$ cat src/rtl/jk_pkg.sv
// -----------------------------------------------------------------------------
// jk_pkg
// Shared definitions for the JK bank arbiter and its flip-flop cells.
//   jk_op_t : 2-bit JK operation, bit 1 drives j and bit 0 drives k.
// -----------------------------------------------------------------------------
package jk_pkg;

    typedef enum logic [1:0] {
        JK_HOLD = 2'b00,  // j=0 k=0 : keep value
        JK_RST  = 2'b01,  // j=0 k=1 : clear
        JK_SET  = 2'b10,  // j=1 k=0 : set
        JK_TGL  = 2'b11   // j=1 k=1 : invert
    } jk_op_t;

endpackage

$ cat src/rtl/jk_cell.sv
// -----------------------------------------------------------------------------
// jk_cell
// One JK flip-flop with a write enable. When we is low the cell holds its
// value regardless of j/k, so a j/k pair can be shared by a whole bank.
// Ports:
//   en     in  clock, rising edge
//   rst_n  in  asynchronous active-low reset (q -> 0)
//   we     in  write enable for this cell
//   j, k   in  JK inputs, sampled only when we is high
//   q      out flip-flop state
//   q_bar  out inverse of q
// -----------------------------------------------------------------------------
module jk_cell
    import jk_pkg::*;
(
    input  logic en,
    input  logic rst_n,
    input  logic we,
    input  logic j,
    input  logic k,
    output logic q,
    output logic q_bar
);

    logic q_q;

    // NOTE: sequential state uses non-blocking assignments so every flop in
    // the design samples pre-edge values, independent of process order.
    always_ff @(posedge en or negedge rst_n) begin
        if (!rst_n) begin
            q_q <= 1'b0;
        end else if (we) begin
            case (jk_op_t'({j, k}))
                JK_RST:  q_q <= 1'b0;
                JK_SET:  q_q <= 1'b1;
                JK_TGL:  q_q <= ~q_q;
                default: q_q <= q_q;
            endcase
        end
    end

    assign q     = q_q;
    assign q_bar = ~q_q;

endmodule

$ cat src/rtl/jk_bank_arbiter.sv
// -----------------------------------------------------------------------------
// jk_bank_arbiter
// Round-robin arbiter that lets NREQ requesters share a bank of NFF JK
// flip-flops. One request is granted per clock; its op is applied to the
// addressed flop on that edge and reported through done/done_id/done_q in
// the following cycle.
// Ports:
//   en       in  clock, rising edge
//   rst_n    in  asynchronous active-low reset
//   req      in  [NREQ]       request per requester, held until granted
//   req_op   in  [2*NREQ]     op for requester i at [2i+1:2i] (jk_op_t)
//   req_idx  in  [IDXW*NREQ]  flop index for requester i
//   gnt      out [NREQ]       one-hot combinational grant
//   q        out [NFF]        bank state
//   q_bar    out [NFF]        ~q
//   done     out              one-cycle pulse after each transfer
//   done_id  out              requester index of the last transfer
//   done_q   out              new value of the flop written by that transfer
// -----------------------------------------------------------------------------
module jk_bank_arbiter
    import jk_pkg::*;
#(
    parameter int NREQ = 4,
    parameter int NFF  = 8,
    parameter int IDXW = $clog2(NFF)
) (
    input  logic                     en,
    input  logic                     rst_n,
    input  logic [NREQ-1:0]          req,
    input  logic [2*NREQ-1:0]        req_op,
    input  logic [IDXW*NREQ-1:0]     req_idx,
    output logic [NREQ-1:0]          gnt,
    output logic [NFF-1:0]           q,
    output logic [NFF-1:0]           q_bar,
    output logic                     done,
    output logic [$clog2(NREQ)-1:0]  done_id,
    output logic                     done_q
);

    localparam int IDW = $clog2(NREQ);

    // Requester index base+off, wrapped modulo NREQ (NREQ need not be 2^n).
    function automatic logic [IDW-1:0] rr_index(input logic [IDW-1:0] base, input int off);
        int s;
        s = int'(base) + off;
        if (s >= NREQ) s -= NREQ;
        return IDW'(s);
    endfunction

    logic [IDW-1:0]  rr_q, rr_d;
    logic [IDW-1:0]  sel;
    logic            xfer;
    jk_op_t          sel_op;
    logic [IDXW-1:0] sel_idx;
    logic            in_range;
    logic            cur_q;
    logic            new_q;
    logic [NFF-1:0]  we;
    logic            done_flag_q;
    logic [IDW-1:0]  done_id_q;
    logic            done_val_q;

    // Round-robin search starting at rr_q; first active request wins.
    // NOTE: every combinational output gets a default before any branch so
    // no path leaves it unassigned and no latch is inferred.
    always_comb begin
        gnt  = '0;
        sel  = '0;
        xfer = 1'b0;
        for (int n = 0; n < NREQ; n++) begin
            if (!xfer && req[rr_index(rr_q, n)]) begin
                gnt[rr_index(rr_q, n)] = 1'b1;
                sel                    = rr_index(rr_q, n);
                xfer                   = 1'b1;
            end
        end
    end

    // Decode the winner's op and target; compute the value it will leave.
    always_comb begin
        sel_op   = jk_op_t'(req_op[2*int'(sel) +: 2]);
        sel_idx  = req_idx[IDXW*int'(sel) +: IDXW];
        // Only meaningful when NFF is not a power of two.
        in_range = ({1'b0, sel_idx} < (IDXW+1)'(NFF));
        cur_q    = 1'b0;
        we       = '0;
        for (int f = 0; f < NFF; f++) begin
            if (sel_idx == IDXW'(f)) begin
                cur_q = q[f];
                we[f] = xfer;
            end
        end
        case (sel_op)
            JK_RST:  new_q = 1'b0;
            JK_SET:  new_q = 1'b1;
            JK_TGL:  new_q = ~cur_q;
            default: new_q = cur_q;
        endcase
        if (!in_range) new_q = 1'b0;
    end

    assign rr_d = xfer ? rr_index(sel, 1) : rr_q;

    // The bank: j/k are shared, only the addressed cell is write-enabled.
    for (genvar f = 0; f < NFF; f++) begin : g_cell
        jk_cell u_cell (
            .en    (en),
            .rst_n (rst_n),
            .we    (we[f]),
            .j     (sel_op[1]),
            .k     (sel_op[0]),
            .q     (q[f]),
            .q_bar (q_bar[f])
        );
    end

    // Pointer and completion status. done_id/done_q keep the last transfer.
    always_ff @(posedge en or negedge rst_n) begin
        if (!rst_n) begin
            rr_q        <= '0;
            done_flag_q <= 1'b0;
            done_id_q   <= '0;
            done_val_q  <= 1'b0;
        end else begin
            rr_q        <= rr_d;
            done_flag_q <= xfer;
            if (xfer) begin
                done_id_q  <= sel;
                done_val_q <= new_q;
            end
        end
    end

    assign done    = done_flag_q;
    assign done_id = done_id_q;
    assign done_q  = done_val_q;

endmodule

$ cat config.mk
export PLATFORM = sky130hd
export DESIGN_NAME = jk_bank_arbiter
export DESIGN_NICKNAME = d
export VERILOG_FILES = /design/src/rtl/jk_pkg.sv /design/src/rtl/jk_cell.sv /design/src/rtl/jk_bank_arbiter.sv
export SDC_FILE = /design/constraint.sdc
export NUM_CORES = 1
export LEC_CHECK = 0
export CORE_UTILIZATION = 45
export CTS_CLUSTER_SIZE = 24
export DETAILED_ROUTE_END_ITERATION = 12
export PLACE_DENSITY = 0.84
export SYNTH_ARGS = -nofsm -noshare
export SYNTH_HDL_FRONTEND = slang
export SYNTH_SLANG_ARGS = --single-unit
$ cat constraint.sdc
create_clock -name en -period 3.4 [get_ports en]
set_input_delay 0.68 -clock en [delete_from_list [all_inputs] [get_ports en]]
set_output_delay 0.68 -clock en [all_outputs]
set_load 0.05 [all_outputs]
==> run notes <==
yosys + openroad results -> average size of a mapped cell=8.84 um2, status=completed, tool warnings=29, Worst Slack Setup Final=111 ps, # Cells Yosys=162, Die Y=58.4 um, Adder-Cell Fraction of Synth Area=0.0349, Logic inverters=12, final tally of max-slew violations=0, Multi-In Gates=113, hold path cells=1, main flop type after synthesis=dfrtp_1, XORs/XNORs by Area=0.0122, clk root buf=clkbuf_4, largest class=combinational gates, share of synthesized registers carrying an async set or reset=1.00, critical path endpoint category=primary output, number of placement rows=20, Final Instance Area=1990 um2, routability cong.=0.964
==> sequential cells by signal (all words and copies together) (netlist names) <==
| name | count |
|---|---|
| g_cell.u_cell.q | 8 |
| done | 1 |
| rr_q | 2 |
| done_q | 1 |
| done_id | 2 |
==> cell usage in the layout, fill, tap and decap left out, types with 3 or more instances in the layout <==
master and n:
mux2i_1 14, ha_1 4, o21ai_0 5, a221o_1 4
clkbuf_4 3, nor3_1 4, dfrtp_1 14, a21oi_1 9
buf_12 5, a22oi_1 6, o22ai_1 3, buf_4 15
nand2_1 11, a31oi_1 8, inv_1 12, clkdlybuf4s50_1 45
nor2_1 10
==> through the flow <==
step	utilization	setup TNS (ps)
finish	0.659	0
global route	0.659	0
CTS	0.656	0
detailed placement	0.649	-1.70
global placement	0.649	0
floorplan	-	0
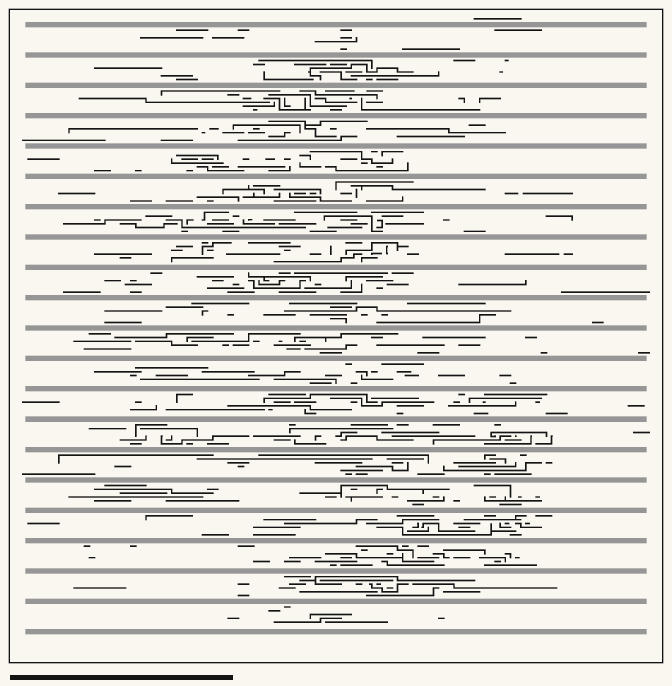
**Above:** met1 routing.
Scale bar: 20 um. Supply wires on this layer in grey.
longest straight run: 15.6 um
wire length on this layer: 1420 um
met1 Resource Use GR: 0.249
via count: 1426
Detailed Route WL: 3.41 mm

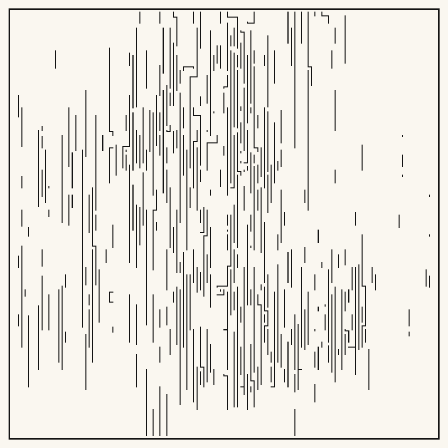
**Above:** met2 routing.
share of all routed wire: 50%
main direction: vertical
nets with wire on the layer: 213
longest straight run: 24.1 um
met2 usage: 0.374

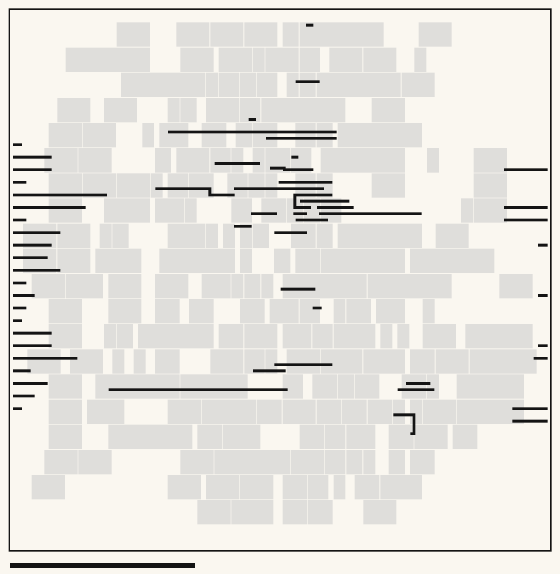
**Above:** met3 routing.
Scale bar: 20 um. Cells faint in the background.
nets with wire on the layer: 49
share of all routed wire: 7.0%
main direction: horizontal
wire length on this layer: 239 um
longest straight run: 19.1 um
routing usage on met3: 0.0220

